Figure 1. Power grid (run 1).
Scale bar: 20 um. Pins as bars on the die edge.
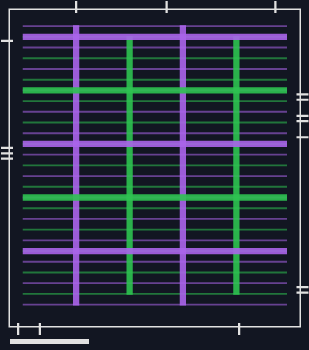
Figure 2. Cell classes on the final placement (run 1).
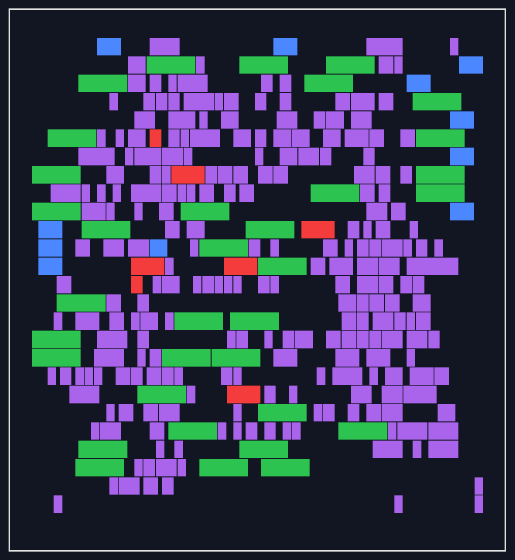
Figure 3. Clock distribution (run 1).
Scale bar: 20 um.
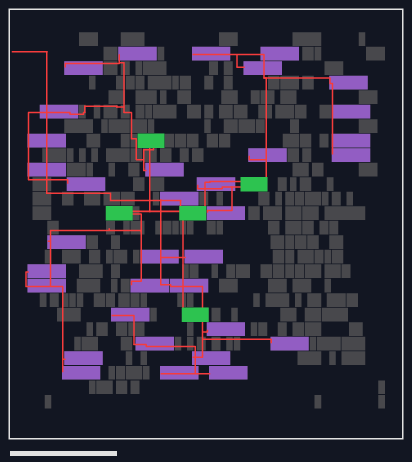
**src/rtl/sound_decoder_if.sv**
```systemverilog
// Signal bundle between the audio line / timebase and the tone decoder.
interface sound_decoder_if;
  logic       hsync;
  logic       vsync;
  logic       audio;
  logic       tone_valid;
  logic [1:0] tone_id;
  logic [3:0] event_pulse;
  logic [3:0] burst_frames;
  logic       burst_done;

  modport master (
    output hsync, vsync, audio,
    input  tone_valid, tone_id, event_pulse, burst_frames, burst_done
  );

  modport slave (
    input  hsync, vsync, audio,
    output tone_valid, tone_id, event_pulse, burst_frames, burst_done
  );
endinterface

```
**src/rtl/sound_decoder.sv**
```systemverilog
// Tone decoder: measures audio half-periods in hsync lines and locks onto tick/failure/eat/success.
// Define SOUND_DECODER_DURATION_EN to build the locked-burst frame counter (burst_frames/burst_done).
module sound_decoder #(
  parameter int unsigned MATCH_COUNT   = 3,
  parameter int unsigned TOL           = 2,
  parameter int unsigned SILENCE_LINES = 320
) (
  input  logic           clk,
  input  logic           rst_n,
  sound_decoder_if.slave snd
);

  typedef enum logic [1:0] {
    IDLE    = 2'd0,
    MEASURE = 2'd1,
    LOCKED  = 2'd2
  } state_e;

  localparam logic [8:0] NOMINAL [4] = '{9'd101, 9'd151, 9'd201, 9'd251};

  state_e     state_q, state_d;
  logic       prev_hsync_q, prev_audio_q;
  logic [8:0] line_cnt_q, line_cnt_d;
  logic [8:0] half_len_q;
  logic       toggle_q;
  logic [1:0] match_cnt_q, match_cnt_d;
  logic [1:0] cand_id_q, cand_id_d;
  logic [1:0] tone_id_q, tone_id_d;
  logic       tone_valid_q, tone_valid_d;
  logic [3:0] event_pulse_q, event_pulse_d;

  logic       hsync_rise_s, toggle_s, silence_s, cls_valid_s;
  logic [1:0] cls_id_s;
  logic [2:0] match_next_s;

  function automatic logic [2:0] classify(input logic [8:0] len);
    logic [2:0] res;
    res = 3'b000;
    for (int k = 0; k < 4; k++) begin
      if ((({1'b0, len} + 10'(TOL)) >= {1'b0, NOMINAL[k]}) &&
          ({1'b0, len} <= ({1'b0, NOMINAL[k]} + 10'(TOL)))) begin
        res = {1'b1, 2'(k)};
      end
    end
    return res;
  endfunction

  assign hsync_rise_s = snd.hsync && !prev_hsync_q;
  assign toggle_s     = snd.audio != prev_audio_q;
  assign silence_s    = (line_cnt_q >= 9'(SILENCE_LINES)) && !toggle_s;
  assign {cls_valid_s, cls_id_s} = classify(half_len_q);
  assign match_next_s = ((cls_id_s == cand_id_q) && (match_cnt_q != 2'd0)) ?
                        ({1'b0, match_cnt_q} + 3'd1) : 3'd1;

  // Line counter; an hsync edge coincident with a toggle belongs to the new interval.
  always_comb begin
    line_cnt_d = line_cnt_q;
    if (toggle_s) begin
      line_cnt_d = hsync_rise_s ? 9'd1 : 9'd0;
    end else if (hsync_rise_s && (line_cnt_q != 9'd511)) begin
      line_cnt_d = line_cnt_q + 9'd1;
    end else begin
      line_cnt_d = line_cnt_q;
    end
  end

  // Lock FSM, acting on the half-period captured in the previous cycle.
  always_comb begin
    state_d       = state_q;
    match_cnt_d   = match_cnt_q;
    cand_id_d     = cand_id_q;
    tone_valid_d  = tone_valid_q;
    tone_id_d     = tone_id_q;
    event_pulse_d = 4'b0000;
    if (silence_s) begin
      state_d      = IDLE;
      match_cnt_d  = 2'd0;
      tone_valid_d = 1'b0;
    end else if (toggle_q) begin
      case (state_q)
        IDLE: begin
          state_d     = MEASURE;
          match_cnt_d = 2'd0;
        end
        MEASURE: begin
          if (cls_valid_s) begin
            cand_id_d   = cls_id_s;
            match_cnt_d = match_next_s[1:0];
            if (match_next_s == 3'(MATCH_COUNT)) begin
              state_d       = LOCKED;
              tone_valid_d  = 1'b1;
              tone_id_d     = cls_id_s;
              event_pulse_d = 4'b0001 << cls_id_s;
            end else begin
              state_d = MEASURE;
            end
          end else begin
            match_cnt_d = 2'd0;
          end
        end
        LOCKED: begin
          if (!cls_valid_s) begin
            state_d      = MEASURE;
            match_cnt_d  = 2'd0;
            tone_valid_d = 1'b0;
          end else if (cls_id_s != cand_id_q) begin
            state_d      = MEASURE;
            cand_id_d    = cls_id_s;
            match_cnt_d  = 2'd1;
            tone_valid_d = 1'b0;
          end else begin
            state_d = LOCKED;
          end
        end
        default: begin
          state_d      = IDLE;
          match_cnt_d  = 2'd0;
          tone_valid_d = 1'b0;
        end
      endcase
    end else begin
      state_d = state_q;
    end
  end

  // Core state registers.
  always_ff @(posedge clk) begin
    if (!rst_n) begin
      state_q       <= IDLE;
      prev_hsync_q  <= 1'b0;
      prev_audio_q  <= 1'b0;
      line_cnt_q    <= 9'd0;
      half_len_q    <= 9'd0;
      toggle_q      <= 1'b0;
      match_cnt_q   <= 2'd0;
      cand_id_q     <= 2'd0;
      tone_id_q     <= 2'd0;
      tone_valid_q  <= 1'b0;
      event_pulse_q <= 4'b0000;
    end else begin
      state_q       <= state_d;
      prev_hsync_q  <= snd.hsync;
      prev_audio_q  <= snd.audio;
      line_cnt_q    <= line_cnt_d;
      half_len_q    <= toggle_s ? line_cnt_q : half_len_q;
      toggle_q      <= toggle_s;
      match_cnt_q   <= match_cnt_d;
      cand_id_q     <= cand_id_d;
      tone_id_q     <= tone_id_d;
      tone_valid_q  <= tone_valid_d;
      event_pulse_q <= event_pulse_d;
    end
  end

  assign snd.tone_valid  = tone_valid_q;
  assign snd.tone_id     = tone_id_q;
  assign snd.event_pulse = event_pulse_q;

`ifdef SOUND_DECODER_DURATION_EN
  logic       prev_vsync_q;
  logic       vsync_rise_s;
  logic [3:0] frame_cnt_q, frame_cnt_d;
  logic [3:0] burst_frames_q, burst_frames_d;
  logic       burst_done_q, burst_done_d;

  assign vsync_rise_s = snd.vsync && !prev_vsync_q;

  // Frames spent locked, reported on every non-reset exit from LOCKED.
  always_comb begin
    frame_cnt_d    = frame_cnt_q;
    burst_frames_d = burst_frames_q;
    burst_done_d   = 1'b0;
    if ((state_d == LOCKED) && (state_q != LOCKED)) begin
      frame_cnt_d = 4'd0;
    end else if ((state_q == LOCKED) && vsync_rise_s && (frame_cnt_q != 4'hF)) begin
      frame_cnt_d = frame_cnt_q + 4'd1;
    end else begin
      frame_cnt_d = frame_cnt_q;
    end
    if ((state_q == LOCKED) && (state_d != LOCKED)) begin
      burst_frames_d = frame_cnt_q;
      burst_done_d   = 1'b1;
    end else begin
      burst_done_d = 1'b0;
    end
  end

  // Burst-duration registers.
  always_ff @(posedge clk) begin
    if (!rst_n) begin
      prev_vsync_q   <= 1'b0;
      frame_cnt_q    <= 4'd0;
      burst_frames_q <= 4'd0;
      burst_done_q   <= 1'b0;
    end else begin
      prev_vsync_q   <= snd.vsync;
      frame_cnt_q    <= frame_cnt_d;
      burst_frames_q <= burst_frames_d;
      burst_done_q   <= burst_done_d;
    end
  end

  assign snd.burst_frames = burst_frames_q;
  assign snd.burst_done   = burst_done_q;
`else
  assign snd.burst_frames = 4'd0;
  assign snd.burst_done   = 1'b0;
`endif

endmodule

```
**src/flat_wrapper.sv**
```systemverilog
// flat-port wrapper written by rule: the top's interface ports become plain ports
module sound_decoder_flat 
#(
  parameter int unsigned MATCH_COUNT   = 3,
  parameter int unsigned TOL           = 2,
  parameter int unsigned SILENCE_LINES = 320
)
  (clk, rst_n, snd_hsync, snd_vsync, snd_audio, snd_tone_valid, snd_tone_id, snd_event_pulse, snd_burst_frames, snd_burst_done);
  sound_decoder_if snd_i ();
  input  logic clk;
  input  logic rst_n;
  input wire logic [$bits(snd_i.hsync)-1:0] snd_hsync;
  input wire logic [$bits(snd_i.vsync)-1:0] snd_vsync;
  input wire logic [$bits(snd_i.audio)-1:0] snd_audio;
  output wire logic [$bits(snd_i.tone_valid)-1:0] snd_tone_valid;
  output wire logic [$bits(snd_i.tone_id)-1:0] snd_tone_id;
  output wire logic [$bits(snd_i.event_pulse)-1:0] snd_event_pulse;
  output wire logic [$bits(snd_i.burst_frames)-1:0] snd_burst_frames;
  output wire logic [$bits(snd_i.burst_done)-1:0] snd_burst_done;
  assign snd_i.hsync = snd_hsync;
  assign snd_i.vsync = snd_vsync;
  assign snd_i.audio = snd_audio;
  assign snd_tone_valid = snd_i.tone_valid;
  assign snd_tone_id = snd_i.tone_id;
  assign snd_event_pulse = snd_i.event_pulse;
  assign snd_burst_frames = snd_i.burst_frames;
  assign snd_burst_done = snd_i.burst_done;
  sound_decoder #(.MATCH_COUNT(MATCH_COUNT), .TOL(TOL), .SILENCE_LINES(SILENCE_LINES)) u_core (.clk(clk), .rst_n(rst_n), .snd(snd_i));
endmodule
```
**config.mk**
```make
export PLATFORM = sky130hd
export DESIGN_NAME = sound_decoder_flat
export DESIGN_NICKNAME = d
export VERILOG_FILES = /design/src/rtl/sound_decoder_if.sv /design/src/rtl/sound_decoder.sv /design/src/flat_wrapper.sv
export SDC_FILE = /design/constraint.sdc
export NUM_CORES = 1
export LEC_CHECK = 0
export CORE_ASPECT_RATIO = 1.1
export CORE_MARGIN = 3
export CORE_UTILIZATION = 45
export CTS_BUF_LIST = sky130_fd_sc_hd__clkbuf_8
export DETAILED_ROUTE_END_ITERATION = 10
export HOLD_SLACK_MARGIN = 0.06
export SLEW_MARGIN = 20
export SYNTH_ARGS = -nofsm -noshare
export SYNTH_HDL_FRONTEND = slang
export SYNTH_SLANG_ARGS = --single-unit
```
**constraint.sdc**
```tcl
create_clock -name clk -period 6.1 [get_ports clk]
set_clock_uncertainty 0.05 [all_clocks]
set_input_delay 1.83 -clock clk [delete_from_list [all_inputs] [get_ports clk]]
set_output_delay 1.83 -clock clk [all_outputs]
set_load 0.02 [all_outputs]
```
==> results.yml, run 1 <==
# generated from flow reports
route:
  drc: 0
  met3_wirelength_um: 172
  drt-total-wl_mm: 4.63
  drtIter0Drc: 112
layout:
  largest_class: "multi-input combinational cells"
  final-comb-area_mm2: 0.00142
  fillerInstances: 485
  seq_cells: 34
  n_clock_buffer: 5
  post-route-util_pct: 50.7
  nonClockBufferCount: 11
  clock_area_share_pct: 3.28
  num_antenna_cells: 0
  final_area_mm2: 0.00241
die:
  tapCellCount: 56
  fp-utilization_pct: 47.5
  rows: 26
  ios: 17
cts:
  clock_latency_ns: 0.28
  cts_buffers: 5
  cts_resized: 0
  cts_tree: "yes"
  cts-root-buf: "clkbuf_8"
critical_path:
  cp_slowest_stage_delay_ns: 0.46
  cp.required_ns: 6.23
  end_kind: "flip-flop"
  r2r_slack_ns: 2.66
  worstSetupPathType: "in2reg"
  crit_slowest_cell: "clkdlybuf4s50_1"
  cp-start-kind: "input pin"
global_route:
  busiest_layer: "met2"
  grt.met2_usage_pct: 24.2
  grtUsageMet3_pct: 3.38
  overflow: 0
timing:
  setup_viol: 0
  final.period_utilization_pct: 60.5
  maxSlewViolCount: 0
  slew_headroom_pct: 54.4
min_path:
  holdPathStages: 2
logic_synthesis:
  async_flop_share_pct: 0
  ys_area_mm2: 0.00226
  ys.warnings.count: 0
  ys.flop_type: "dfxtp_1"
  ys_ff: 34
  syn_area_mm2: 0.00226
power:
  power_w: 0.000430
job:
  log.warning_count: 37
  max-cap-violations: 0
status:
  status: "finished clean"
Notes on Figure 1 above:
Green stands for VDD. Purple stands for VSS.
The core has 26 rows. 4 straps on met4. 17 signal pins sit on the boundary. 27 met1 rails follow the rows. 5 straps on met5.

Notes on Figure 2 above:
Blue stands for other buffers and delay cells, cells 11. Green stands for flip-flops, cells 34. Red stands for clock drivers and dummy loads, cells 7. Purple stands for all other logic, cells 233.

Notes on Figure 3 above:
Red stands for clock wires, length 478 um. Purple stands for flip-flops, count 34. Green stands for cells driving clock nets, count 5.
There are 6 routed clock nets.

run 1: report_power, final:
group,leakage [nW],internal [W],switching [W],total (W)
clock network,0.0438,0.0000766,0.0000801,0.000157
logic,0.518,0.0000145,0.0000280,0.0000425
registers,0.275,0.000226,0.00000515,0.000231
total,0.837,0.000317,0.000113,0.000430
run 1: per-stage QoR:
stage          setup WS [ns]  instances
5_1_grt                 2.24        341
3_3_place_gp            2.12        334
2_1_floorplan           2.87        286
4_1_cts                 2.41        341
3_5_place_dp            2.12        334
6_report                2.41        341
run 1: synthesized netlist by cell type, drive strengths merged, types with 7 or more instances:
cell type	number	area, um^2
inv	14	52.6
o21ai	14	70.1
nand4	8	50.1
buf	15	106
ha	14	175
nand2	37	141
xor2	7	61.3
dfxtp	34	681
nor2	17	63.8
nor2b	7	51.3
a21oi	21	109
nand3	9	45.0
run 1: worst max-delay path by stage:
| stage | startpoint | to | slack [ns] |
|---|---|---|---|
| after floorplan | snd_audio | u_core.match_cnt_q[1] | 2.87 |
| after global placement | snd_audio | u_core.match_cnt_q[1] | 2.12 |
| after detailed placement | snd_audio | u_core.match_cnt_q[1] | 2.12 |
| after CTS | snd_audio | u_core.match_cnt_q[1] | 2.41 |
| after global routing | snd_audio | u_core.match_cnt_q[1] | 2.24 |
| final | snd_audio | u_core.snd.event_pulse[0] | 2.41 |
run 1: worst max-delay path, delay by kind of cell:
| kind | cells | cell delay [ns] |
|---|---|---|
| simple gates | 4 | 1.01 |
| buf+inv | 2 | 0.63 |
| compound gates | 1 | 0.20 |
| xor+xnor | 1 | 0.14 |
run 1: cell usage in the layout, fill, tap and decap left out, types with 2 or more instances in the layout:
master,Yosys,layout
nor2_1,17,17
o31ai_1,3,3
or3_1,4,4
clkinv_2,0,2
conb_1,1,5
nor3b_1,2,2
or4_1,2,2
xor2_1,7,7
clkbuf_8,0,5
clkdlybuf4s50_1,0,10
nor2b_1,6,6
mux2i_1,3,3
nand2b_1,5,5
a21oi_1,20,20
ha_1,14,14
o311a_1,2,2
o211ai_1,4,4
o21ai_0,14,14
and3_1,5,5
a32oi_1,2,2
nand4_1,8,8
nand3_1,9,9
a211oi_1,3,3
nor4_1,4,4
inv_1,14,14
nor3_1,6,6
and2_1,5,5
nand2_1,36,36
dfxtp_1,34,34
xnor2_1,3,3
run 1: cell families (layout without fill, tap and decap cells):
logic type / Yosys count / count (layout) / synth area share [%]
and+or+nand+nor: 118 / 118 / 27.2
AOI/OAI and AO/OA: 69 / 69 / 21.7
DFF: 34 / 34 / 30.2
buffers and inverters: 33 / 32 / 7.71
adders and majority gates: 14 / 14 / 7.76
xor gates and xnor gates: 10 / 10 / 3.88
muxes: 3 / 3 / 1.33
other: 1 / 5 / 0.166
run 1: sequential cells by signal, summed over array words and instances (netlist names):
signal                  flops
u_core.snd.tone_valid       1
u_core.state_q              2
u_core.snd.tone_id          2
u_core.half_len_q           9
u_core.toggle_q             1
u_core.line_cnt_q           9
u_core.prev_audio_q         1
u_core.match_cnt_q          2
u_core.cand_id_q            2
u_core.snd.event_pulse      4
u_core.prev_hsync_q         1
Figure 4. Clock wiring as the flow saved it (run 1).
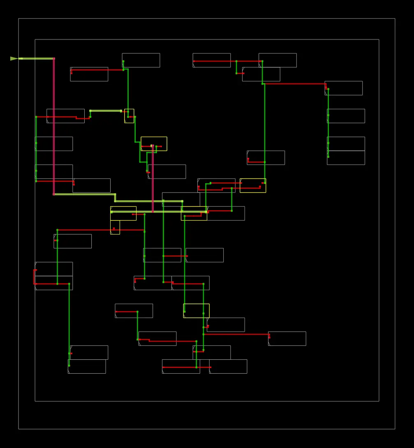

==> run 2, diff against run 1 <==
clock period = 3.7 ns   (was 6.1 ns; I/O delays follow)
Figure 5. Clock wiring as the flow saved it (run 2).
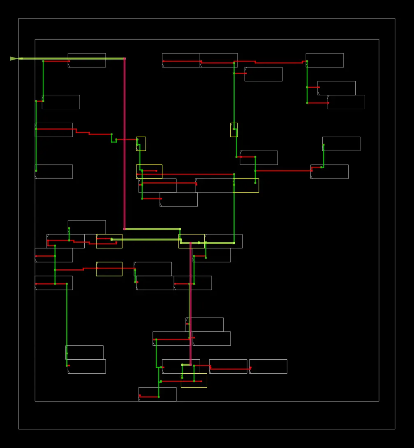
Clock net power: 0.000276 W
seq_cells: 34

==> run 2 against run 1 <==
Highest routed layer unchanged. Critical path depth up 1. Largest cell class unchanged. Utilization is 0.90 points higher. Power up 69%. Critical endpoint is now u_core.snd.tone_valid.
==> results.yml, run 2 <==
# generated from flow reports
status:
  status: "finished clean"
placement:
  post-place-ws_ns: 0.472
timing:
  final.period_utilization_pct: 87.2
  setup_viol: 0
  maxSlewViolCount: 0
cts:
  cts_tree: "yes"
  cts_buffers: 5
  cts-root-buf: "clkbuf_8"
route:
  drc: 0
  drtIter0Drc: 100
  drt-total-wl_mm: 4.65
logic_synthesis:
  ys.warnings.count: 0
  top_cell: "nand2_1"
  ys_area_mm2: 0.00226
  async_flop_share_pct: 0
  netlist.area_leader.share_pct: 30.2
  common_cells: "nand2_1 (36), dfxtp_1 (34), a21oi_1 (20)"
  ys.flop_type: "dfxtp_1"
  ys_ff: 34
  synth-xor-area-share_pct: 3.88
critical_path:
  cp-start-kind: "flip-flop"
  worstSetupPathType: "reg2reg"
  crit_buf_inv: 0
global_route:
  overflow: 0
die:
  ios: 17
  fp-utilization_pct: 47.5
layout:
  num_antenna_cells: 0
  final_cells: 346
  lay_top_count: "nand2_1"
  lay_top_cells: "nand2_1 (36), dfxtp_1 (34), a21oi_1 (20), nor2_1 (17), inv_1 (15)"
job:
  log.warning_count: 37
  max-cap-violations: 0
Figure 6. Signal wires by layer (run 2).
Scale bar: 20 um.
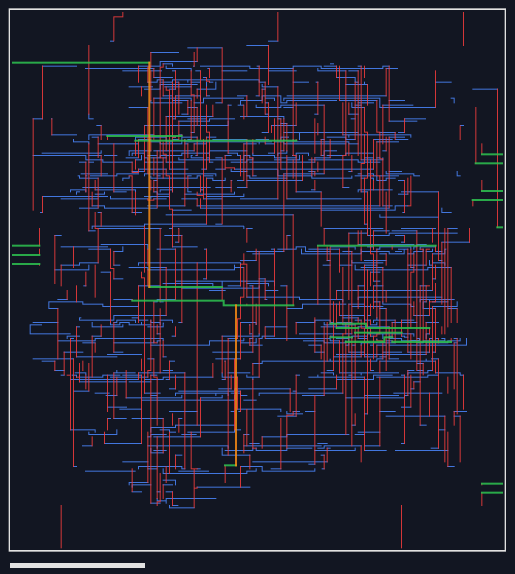
Orange stands for met4, wire length 57.1 um. Red stands for met2, wire length 2050 um. Green stands for met3, wire length 187 um. Blue stands for met1, wire length 2360 um.

==> run 2: cell counts after synthesis <==
No cell type changed its count.
==> run 2: report_power, final <==
group | switching, W | leakage (nW) | internal [W]
sequential | 0.00000824 | 0.275 | 0.000372
combinational | 0.0000459 | 0.539 | 0.0000262
clock | 0.000129 | 0.0524 | 0.000147
total | 0.000183 | 0.867 | 0.000546
==> run 2: path summary, 6_finish.rpt <==
kind,end,cells past startpoint,slack (ns),start
min reg2reg,u_core.snd.tone_valid,2,0.41,u_core.snd.tone_valid
max reg2reg,u_core.snd.tone_valid,9,0.47,u_core.half_len_q[1]
max,u_core.snd.tone_valid,9,0.47,u_core.half_len_q[1]
min,u_core.snd.tone_valid,2,0.41,u_core.snd.tone_valid
==> run 2: cell families (layout without fill, tap and decap cells) <==
| family | count (synthesis) | after routing |
|---|---|---|
| compound gates | 69 | 69 |
| xor+xnor | 10 | 10 |
| fa+ha+maj | 14 | 14 |
| buf+inv | 33 | 37 |
| flops | 34 | 34 |
| mux | 3 | 3 |
| other cells | 1 | 5 |
| simple gates | 118 | 118 |
==> run 2: per-stage QoR <==
| stage | utilization [%] | instance area [um^2] | power (W) |
|---|---|---|---|
| detailed placement | 49.6 | 2360 | 0.000461 |
| floorplan | - | 2270 | 0.000444 |
| global route | 51.6 | 2450 | 0.000766 |
| CTS | 51.6 | 2450 | 0.000740 |
| global placement | 49.6 | 2360 | 0.000461 |
| finish | 51.6 | 2450 | 0.000729 |
==> run 2: tightest hold or removal path, cell delays in order, from the launching register on <==
cell and delay, ns:
dfxtp_1 0.31, inv_1 0.06, a221oi_2 0.05
==> run 2: layout make-up <==
| class | count | area [um^2] | area share, % |
|---|---|---|---|
| inverter | 14 | 52.6 | 2.15 |
| timing repair buffer | 15 | 138 | 5.62 |
| sequential | 34 | 681 | 27.8 |
| multi-input combinational | 219 | 1420 | 57.8 |
| clock buffer | 6 | 82.6 | 3.37 |
| clock inverter | 2 | 8.76 | 0.358 |
| tap | 56 | 70.1 | 2.86 |
==> run 2: metal layers <==
metal,vias to the layer above,global-route usage [%],share of wire (%)
li1,1012,-,-
met1,896,23.5,51
met2,37,26.0,44
met3,4,3.75,4.0
met4,0,5.98,1.2
met5,-,0,0
Power figures rest on the tool's default switching activity, not on a simulated workload.
